==> src/rtl/axi_slave_mem_pkg.sv <==
`default_nettype none
// ============================================================================
//  Module      : axi_slave_mem_pkg
//  Description : Shared AXI4 types and codes for the axi_slave_mem slice:
//                address/data/length types, size/burst/response encodings
//                and the slave FSM state encoding.
//  Revision    : 1.0 - initial release
// ============================================================================
package axi_slave_mem_pkg;

  typedef logic [31:0] addr_t;
  typedef logic [31:0] data_t;
  typedef logic [7:0]  len_t;

  localparam logic [2:0] SIZE_4_BYTE = 3'b010;

  localparam logic [1:0] BURST_FIXED = 2'b00;
  localparam logic [1:0] BURST_INCR  = 2'b01;
  localparam logic [1:0] BURST_WRAP  = 2'b10;

  typedef enum logic [1:0] {
    RESP_OKAY   = 2'b00,
    RESP_SLVERR = 2'b10
  } resp_t;

  localparam int WORD_BYTES = 4;

  // Slave FSM encoding
  localparam logic [1:0] ST_IDLE  = 2'd0;
  localparam logic [1:0] ST_RDATA = 2'd1;
  localparam logic [1:0] ST_WDATA = 2'd2;
  localparam logic [1:0] ST_WRESP = 2'd3;

endpackage

`default_nettype wire

==> src/rtl/axi_slave_mem_addr_gen.sv <==
`default_nettype none
// ============================================================================
//  Module      : axi_addr_gen
//  Description : Combinational AXI beat address generator. Produces the
//                address of the following beat and flags burst types or beat
//                sizes this slave does not service.
//  Revision    : 1.0 - initial release
// ============================================================================
module axi_addr_gen
  import axi_slave_mem_pkg::*;
(
  input  logic [31:0] addr,
  input  logic [1:0]  burst,
  input  logic [2:0]  size,
  output logic [31:0] next_addr,
  output logic        unsupported
);

  // Only full-word INCR and FIXED bursts are serviced; everything else errors.
  always_comb begin
    unsupported = (size != SIZE_4_BYTE) ||
                  !((burst == BURST_INCR) || (burst == BURST_FIXED));
    next_addr   = (burst == BURST_INCR) ? (addr + 32'(WORD_BYTES)) : addr;
  end

endmodule

`default_nettype wire

==> src/rtl/axi_slave_mem.sv <==
`default_nettype none
// ============================================================================
//  Module      : axi_slave_mem
//  Description : AXI4 slave backed by a DEPTH x 32-bit word RAM. Services one
//                burst at a time (read AR->R or write AW->W->B), INCR/FIXED.
//                Optional macro AXI_SLAVE_MEM_BACKPRESSURE_EN throttles wready
//                on alternate cycles and inserts a bubble after each R beat.
//  Revision    : 1.0 - initial release
// ============================================================================
module axi_slave_mem
  import axi_slave_mem_pkg::*;
#(
  parameter int          DEPTH     = 64,
  parameter logic [31:0] BASE_ADDR = 32'h0
) (
  input  logic        aclk,
  input  logic        areset_n,
  input  logic [31:0] s_axi_araddr,
  input  logic [7:0]  s_axi_arlen,
  input  logic [2:0]  s_axi_arsize,
  input  logic [1:0]  s_axi_arburst,
  input  logic        s_axi_arvalid,
  output logic        s_axi_arready,
  output logic [31:0] s_axi_rdata,
  output logic [1:0]  s_axi_rresp,
  output logic        s_axi_rlast,
  output logic        s_axi_rvalid,
  input  logic        s_axi_rready,
  input  logic [31:0] s_axi_awaddr,
  input  logic [7:0]  s_axi_awlen,
  input  logic [2:0]  s_axi_awsize,
  input  logic [1:0]  s_axi_awburst,
  input  logic        s_axi_awvalid,
  output logic        s_axi_awready,
  input  logic [31:0] s_axi_wdata,
  input  logic [3:0]  s_axi_wstrb,
  input  logic        s_axi_wlast,
  input  logic        s_axi_wvalid,
  output logic        s_axi_wready,
  output logic [1:0]  s_axi_bresp,
  output logic        s_axi_bvalid,
  input  logic        s_axi_bready
);

  localparam int          IDX_W = (DEPTH > 1) ? $clog2(DEPTH) : 1;
  localparam logic [31:0] SPAN  = 32'(DEPTH * WORD_BYTES);

  logic [1:0] state_q, state_d;
  addr_t      addr_q, addr_d;
  len_t       len_q, len_d;
  logic [1:0] burst_q, burst_d;
  logic [2:0] size_q, size_d;
  logic [8:0] beat_cnt_q, beat_cnt_d;
  logic       werr_q, werr_d;
  data_t      rdata_q, rdata_d;
  resp_t      rresp_q, rresp_d;
  logic       rlast_q, rlast_d;
  logic       rvalid_q, rvalid_d;
  resp_t      bresp_q, bresp_d;
  logic       bvalid_q, bvalid_d;
  logic       ready_en_q, ready_en_d;
`ifdef AXI_SLAVE_MEM_BACKPRESSURE_EN
  logic       toggle_q, toggle_d;
`endif

  data_t      mem_q [DEPTH];

  logic [1:0] gen_burst;
  logic [2:0] gen_size;
  addr_t      gen_next;
  logic       gen_unsup;

  addr_t      look_addr, look_off, cur_off;
  logic       look_in, cur_in, beat_ok, w_over, mem_we;
  logic [IDX_W-1:0] look_idx, cur_idx;
  logic       ar_hs, aw_hs, r_hs, w_hs, b_hs;

  // In IDLE the generator judges the incoming request; otherwise the latched burst.
  always_comb begin
    gen_burst = burst_q;
    gen_size  = size_q;
    if (state_q == ST_IDLE) begin
      gen_burst = s_axi_arvalid ? s_axi_arburst : s_axi_awburst;
      gen_size  = s_axi_arvalid ? s_axi_arsize  : s_axi_awsize;
    end
  end

  axi_addr_gen u_addr_gen (
    .addr        (addr_q),
    .burst       (gen_burst),
    .size        (gen_size),
    .next_addr   (gen_next),
    .unsupported (gen_unsup)
  );

  // Address decode: read lookahead targets the beat about to be presented,
  // write decode targets the beat currently on the W channel.
  always_comb begin
    look_addr = (state_q == ST_IDLE) ? s_axi_araddr : gen_next;
    look_off  = look_addr - BASE_ADDR;
    look_in   = look_off < SPAN;
    look_idx  = look_off[IDX_W+1:2];
    cur_off   = addr_q - BASE_ADDR;
    cur_in    = cur_off < SPAN;
    cur_idx   = cur_off[IDX_W+1:2];
    beat_ok   = look_in && !gen_unsup;
    w_over    = beat_cnt_q > {1'b0, len_q};
    ar_hs     = s_axi_arvalid && s_axi_arready;
    aw_hs     = s_axi_awvalid && s_axi_awready;
    r_hs      = rvalid_q && s_axi_rready;
    w_hs      = s_axi_wvalid && s_axi_wready;
    b_hs      = bvalid_q && s_axi_bready;
    mem_we    = areset_n && (state_q == ST_WDATA) && w_hs &&
                !w_over && cur_in && !gen_unsup;
  end

  // FSM state register
  always_ff @(posedge aclk) begin
    if (!areset_n) state_q <= ST_IDLE;
    else           state_q <= state_d;
  end

  // FSM next-state logic; a read request wins over a simultaneous write
  always_comb begin
    state_d = state_q;
    case (state_q)
      ST_IDLE:  if (ar_hs) state_d = ST_RDATA;
                else if (aw_hs) state_d = ST_WDATA;
      ST_RDATA: if (r_hs && rlast_q) state_d = ST_IDLE;
      ST_WDATA: if (w_hs && s_axi_wlast) state_d = ST_WRESP;
      ST_WRESP: if (b_hs) state_d = ST_IDLE;
      default:  state_d = ST_IDLE;
    endcase
  end

  // FSM outputs: ready strobes, held low until the first cycle after reset
  always_comb begin
    s_axi_arready = ready_en_q && (state_q == ST_IDLE);
    s_axi_awready = ready_en_q && (state_q == ST_IDLE) && !s_axi_arvalid;
`ifdef AXI_SLAVE_MEM_BACKPRESSURE_EN
    s_axi_wready  = ready_en_q && (state_q == ST_WDATA) && !toggle_q;
`else
    s_axi_wready  = ready_en_q && (state_q == ST_WDATA);
`endif
    s_axi_rdata   = rdata_q;
    s_axi_rresp   = rresp_q;
    s_axi_rlast   = rlast_q;
    s_axi_rvalid  = rvalid_q;
    s_axi_bresp   = bresp_q;
    s_axi_bvalid  = bvalid_q;
  end

  // Burst bookkeeping and registered R/B channel contents
  always_comb begin
    addr_d     = addr_q;
    len_d      = len_q;
    burst_d    = burst_q;
    size_d     = size_q;
    beat_cnt_d = beat_cnt_q;
    werr_d     = werr_q;
    rdata_d    = rdata_q;
    rresp_d    = rresp_q;
    rlast_d    = rlast_q;
    rvalid_d   = rvalid_q;
    bresp_d    = bresp_q;
    bvalid_d   = bvalid_q;
    ready_en_d = 1'b1;
`ifdef AXI_SLAVE_MEM_BACKPRESSURE_EN
    toggle_d   = ~toggle_q;
`endif
    case (state_q)
      ST_IDLE: begin
        if (ar_hs) begin
          addr_d     = s_axi_araddr;
          len_d      = s_axi_arlen;
          burst_d    = s_axi_arburst;
          size_d     = s_axi_arsize;
          beat_cnt_d = 9'd0;
          rvalid_d   = 1'b1;
          rlast_d    = (s_axi_arlen == 8'd0);
          rdata_d    = beat_ok ? mem_q[look_idx] : 32'h0;
          rresp_d    = beat_ok ? RESP_OKAY : RESP_SLVERR;
        end else if (aw_hs) begin
          addr_d     = s_axi_awaddr;
          len_d      = s_axi_awlen;
          burst_d    = s_axi_awburst;
          size_d     = s_axi_awsize;
          beat_cnt_d = 9'd0;
          werr_d     = gen_unsup;
        end
      end
      ST_RDATA: begin
        if (r_hs) begin
          if (rlast_q) begin
            rvalid_d = 1'b0;
            rlast_d  = 1'b0;
          end else begin
            addr_d     = gen_next;
            beat_cnt_d = beat_cnt_q + 9'd1;
            rlast_d    = ((beat_cnt_q + 9'd1) == {1'b0, len_q});
            rdata_d    = beat_ok ? mem_q[look_idx] : 32'h0;
            rresp_d    = beat_ok ? RESP_OKAY : RESP_SLVERR;
`ifdef AXI_SLAVE_MEM_BACKPRESSURE_EN
            rvalid_d   = 1'b0;
`else
            rvalid_d   = 1'b1;
`endif
          end
        end
`ifdef AXI_SLAVE_MEM_BACKPRESSURE_EN
        else if (!rvalid_q) begin
          rvalid_d = 1'b1;
        end
`endif
      end
      ST_WDATA: begin
        if (w_hs) begin
          // Saturate so runaway bursts stay flagged as overlong
          beat_cnt_d = (beat_cnt_q == 9'h1FF) ? beat_cnt_q : beat_cnt_q + 9'd1;
          addr_d     = gen_next;
          if (w_over || !cur_in || gen_unsup) werr_d = 1'b1;
          if (s_axi_wlast && (beat_cnt_q != {1'b0, len_q})) werr_d = 1'b1;
          if (s_axi_wlast) begin
            bvalid_d = 1'b1;
            bresp_d  = werr_d ? RESP_SLVERR : RESP_OKAY;
          end
        end
      end
      ST_WRESP: begin
        if (b_hs) bvalid_d = 1'b0;
      end
      default: ;
    endcase
  end

  // Datapath registers; reset abandons any burst without a response
  always_ff @(posedge aclk) begin
    if (!areset_n) begin
      addr_q     <= '0;
      len_q      <= '0;
      burst_q    <= '0;
      size_q     <= '0;
      beat_cnt_q <= '0;
      werr_q     <= 1'b0;
      rdata_q    <= '0;
      rresp_q    <= RESP_OKAY;
      rlast_q    <= 1'b0;
      rvalid_q   <= 1'b0;
      bresp_q    <= RESP_OKAY;
      bvalid_q   <= 1'b0;
      ready_en_q <= 1'b0;
`ifdef AXI_SLAVE_MEM_BACKPRESSURE_EN
      toggle_q   <= 1'b0;
`endif
    end else begin
      addr_q     <= addr_d;
      len_q      <= len_d;
      burst_q    <= burst_d;
      size_q     <= size_d;
      beat_cnt_q <= beat_cnt_d;
      werr_q     <= werr_d;
      rdata_q    <= rdata_d;
      rresp_q    <= rresp_d;
      rlast_q    <= rlast_d;
      rvalid_q   <= rvalid_d;
      bresp_q    <= bresp_d;
      bvalid_q   <= bvalid_d;
      ready_en_q <= ready_en_d;
`ifdef AXI_SLAVE_MEM_BACKPRESSURE_EN
      toggle_q   <= toggle_d;
`endif
    end
  end

  // RAM byte-lane writes; contents survive reset
  always_ff @(posedge aclk) begin
    if (mem_we) begin
      for (int b = 0; b < WORD_BYTES; b++) begin
        if (s_axi_wstrb[b]) mem_q[cur_idx][8*b +: 8] <= s_axi_wdata[8*b +: 8];
      end
    end
  end

endmodule

`default_nettype wire
==> config.mk <==
export PLATFORM = sky130hd
export DESIGN_NAME = axi_slave_mem
export DESIGN_NICKNAME = d
export VERILOG_FILES = /design/src/rtl/axi_slave_mem_pkg.sv /design/src/rtl/axi_slave_mem_addr_gen.sv /design/src/rtl/axi_slave_mem.sv
export SDC_FILE = /design/constraint.sdc
export NUM_CORES = 2
export LEC_CHECK = 0
export ABC_AREA = 1
export CAP_MARGIN = 20
export CORE_AREA = 2 2 289 576
export CTS_BUF_LIST = sky130_fd_sc_hd__clkbuf_8 sky130_fd_sc_hd__clkbuf_16
export CTS_CLUSTER_SIZE = 30
export DETAILED_ROUTE_END_ITERATION = 6
export DIE_AREA = 0 0 291 578
export DONT_BUFFER_PORTS = 1
export PLACE_DENSITY = 0.7
export SETUP_SLACK_MARGIN = 0.5
export SLEW_MARGIN = 20
export SYNTH_ARGS = -nofsm -noshare
export SYNTH_HDL_FRONTEND = slang
export SYNTH_SLANG_ARGS = --single-unit
==> constraint.sdc <==
create_clock -name aclk -period 8.6 [get_ports aclk]
set_clock_uncertainty 0.05 [all_clocks]
set_input_delay 1.72 -clock aclk [delete_from_list [all_inputs] [get_ports aclk]]
set_output_delay 1.72 -clock aclk [all_outputs]
set_load 0.03 [all_outputs]
Fig. 1: routed clock nets over the placement
Bar = 100 um.
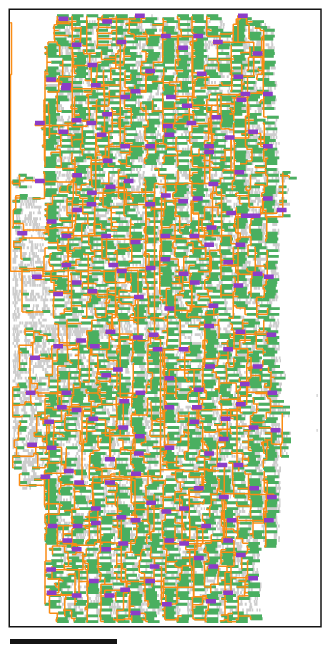
legend:
  purple:
    item: cells driving clock nets
    count: 181
  orange:
    item: clock wires
    length: 22.4 mm
  green:
    item: flip-flops
    count: 2141
flops lie: all over the die
routed clock nets: 182

Fig. 2: placement by cell class
Bar = 100 um.
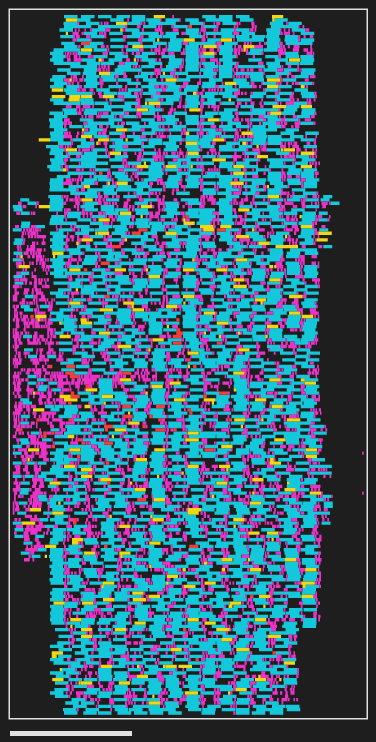
legend:
  cyan:
    class: flip-flops
    cells: 2141
    share_of_their_area: 68%
  yellow:
    class: clock drivers and dummy loads
    cells: 315
    share_of_their_area: 6.3%
  red:
    class: other buffers and delay cells
    cells: 68
    share_of_their_area: 0.85%
  magenta:
    class: all other logic
    cells: 5209
    share_of_their_area: 25%

==> Table 3: Implementation characteristics <==
Summary of implementation characteristics

Parameter                              Value

Final timing
  Period utilization .................. 0.6837
  Number of max-slew violations in the final report .................. 0
  Maximum achievable frequency .................. 170.1 MHz
  Post-layout min period .................. 5880 ps
  PnR worst setup slack .................. 2720 ps
  Worst rel slew slack .................. 0.1863

Drt
  Met3 layer wire length in the routed design .................. around 23000 um
  Final routed wire length divided by cell count .................. approximately 26 um
  First-pass detailed-route iteration total .................. 7
  Uppermost layer routed .................. met5
  Drt initial violations .................. between 7k and 8k
  Detailed-route DRC error count .................. 4
  Routed met2 length .................. 126800 um
  Via total after detailed routing .................. a little over 60k

Critical path
  CP Cell Sequence .................. inv_1, ha_1, buf_4, inv_2, nand2_1, nand2_1, nand2_4, nand2_1, nand3_4, nand2_8, buf_12, nand2_1, nand3_1, nand3_1, nand3_1, nand3_1, nand3_1, nand3_1, a21oi_1
  Most used cell along the critical path .................. sky130_fd_sc_hd__nand3_1
  Arrival time at the worst endpoint .................. approximately 6600 ps
  Required @ worst endpoint .................. 9300 ps
  Reg2Reg Launch Point .................. state_q[1]$_SDFFE_PN0P_
  Worst-path fanout max .................. roughly 170
  Critical R2R Capture .................. s_axi_rdata[31]$_SDFFE_PN0P_
  Cell count of the worst reg-to-reg path .................. 19
  Delay contributed by the slowest stage of the critical path .................. 1010 ps
  Critical-path cell with the highest stage delay .................. sky130_fd_sc_hd__nand2_8
  Crit path max-delay family .................. simple AND/OR/NAND/NOR gates

Placed design
  Post-DP HPWL .................. between 100000 and 150000 um
  Tally of buffers added on design ports .................. 0

Synth
  Xor and xnor area share after synthesis .................. 0.003038
  Leading cell types by total area after synthesis .................. sky130_fd_sc_hd__edfxtp_1 (69%), sky130_fd_sc_hd__nand3_1 (13%), sky130_fd_sc_hd__nand2_1 (9.1%), sky130_fd_sc_hd__dfxtp_1 (2.1%), sky130_fd_sc_hd__buf_2 (1.9%)
  YS chip area .................. 0.08937 mm^2
  Multiplexer share .................. 0
  Yosys top cell area share .................. 0.6881
  EDFF count, synth .................. between 2k and 2.5k
  Average cell area after synthesis .................. 11.32 um^2
  Dominant Register Cell .................. sky130_fd_sc_hd__edfxtp_1
  Comb area leader .................. simple AND/OR/NAND/NOR gates
  Synth async-reset ratio .................. 0
  Adder and majority gate portion of the synthesized area .................. 0.002240
  Post-Synth Simple-Gate Area .................. 0.2389
  Register share after synthesis .................. 0.7090

Run status
  Outcome .................. finished, violations left
  Violated checks .................. design-rule violations

Global route
  All-Layer GR Usage .................. 0.2968
  Maximum number of pins on one net before global-route repair .................. 178
  Initial antenna violation count .................. 14
  Wire length of the first global-routing pass .................. ~370000 um
  Via count of the first global-routing pass .................. 58.81k
  Global Route met3 Usage .................. 0.05939
  Met2 demand-to-capacity share in global routing .................. 0.5072

Layout
  Most instantiated logic cells after routing .................. sky130_fd_sc_hd__nand3_1 (2290), sky130_fd_sc_hd__nand2_1 (2157), sky130_fd_sc_hd__edfxtp_1 (2048), sky130_fd_sc_hd__nor2_1 (342), sky130_fd_sc_hd__clkbuf_16 (186)
  Multi-input gate share of the layout cell area .................. 0.2400
  Antenna diode instance count .................. 25
  Logic Gate Count .................. 5117
  Final Util .................. 0.5874
  Multi-input combinational cell area .................. 0.02307 mm^2
  Post-layout net count .................. 7751
  Area-dominant class .................. flip-flops and latches

Flow run
  Max-capacitance violation count .................. 0
  Number of warnings the tools reported .................. 95

CTS
  Buffer cell driving the clock tree root .................. sky130_fd_sc_hd__clkbuf_16
  Maximum count of clock buffers along a single path .................. 4
  CTS HTree Levels .................. 4

Floorplan
  Well Taps .................. 2120
  Floorplan die area .................. between 0.15 and 0.2 mm^2

Min path
  Worst Hold End .................. werr_q$_SDFFE_PN0P_
Fig. 3: clock routing
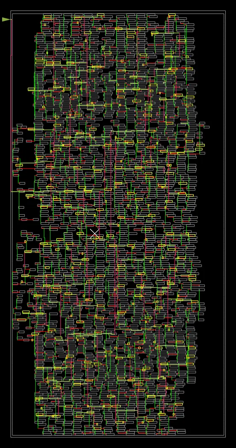
worst skew pair latency: 840 ps
# clock sinks: 2141
clock buffer count in the final layout: 191
clock network power: 8280 uW
number of buffers created by CTS: 181

Fig. 4: supply network
Pins as bars on the die edge. Tap cells in gray.
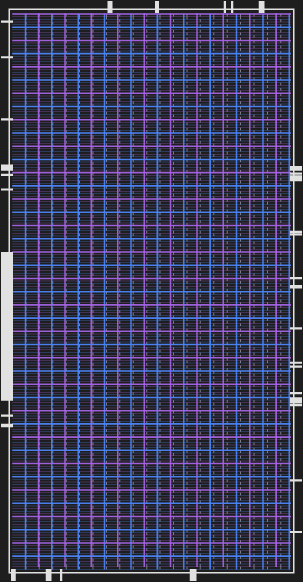
legend:
  purple:
    net: VDD
  blue:
    net: VSS
tap cells: 2120
rows: 210
met5 straps: 42
worst vdd rail ir drop: 0.3798 mV
vertical die dimension: 578 um
DIE WIDTH: 291 um
core area: 0.1637 mm^2

[power breakdown]
part           total [uW]  internal (uW)  switching [uW]
Sequential          11600          11500             130
Combinational       15300           4130           11100
Clock                8280           4600            3680
[worst max-delay path by stage]
stage          cells after the start                      endpoint  slack [ps]               startpoint
2_1_floorplan                      1                 s_axi_awready        4670            s_axi_arvalid
3_3_place_gp                      17  s_axi_rdata[31]$_SDFFE_PN0P_        2370            s_axi_arvalid
3_5_place_dp                      17  s_axi_rdata[31]$_SDFFE_PN0P_        2340            s_axi_arvalid
4_1_cts                           19  s_axi_rdata[31]$_SDFFE_PN0P_        2780  state_q[0]$_SDFFE_PN0P_
5_1_grt                           19  s_axi_rdata[31]$_SDFFE_PN0P_        2410  state_q[1]$_SDFFE_PN0P_
6_report                          19  s_axi_rdata[31]$_SDFFE_PN0P_        2720  state_q[1]$_SDFFE_PN0P_
[logic make-up after synthesis]
group	count (synthesis)
AND-OR/OR-AND	198
flip-flops	2141
AND/OR/NAND/NOR	4870
XOR/XNOR	31
other	1
buffers and inverters	635
adder cells (fa/ha/maj)	16
[registers in the layout, indices dropped and copies added, names as in the netlist]
signal        cells
len_q             8
s_axi_bresp       1
ready_en_q        1
s_axi_rdata      32
addr_q           30
size_q            3
s_axi_bvalid      1
burst_q           2
state_q           2
werr_q            1
s_axi_rlast       1
mem_q          2048
s_axi_rresp       1
beat_cnt_q        9
s_axi_rvalid      1
[metrics by stage]
stage / total power (uW) / hold WS, ps / area, um^2 / std cells
final: 35150 / 426.9 / 96160 / 9878
after global routing: 36690 / 465.4 / 96100 / 9855
after CTS: 34910 / 425.9 / 96090 / 9853
after detailed placement: 26750 / 415.3 / 90240 / 9538
after global placement: 26480 / 410.1 / 90240 / 9538
after floorplan: 22310 / 395.1 / 89370 / 7893
Power figures rest on the tool's default switching activity, not on a simulated workload.
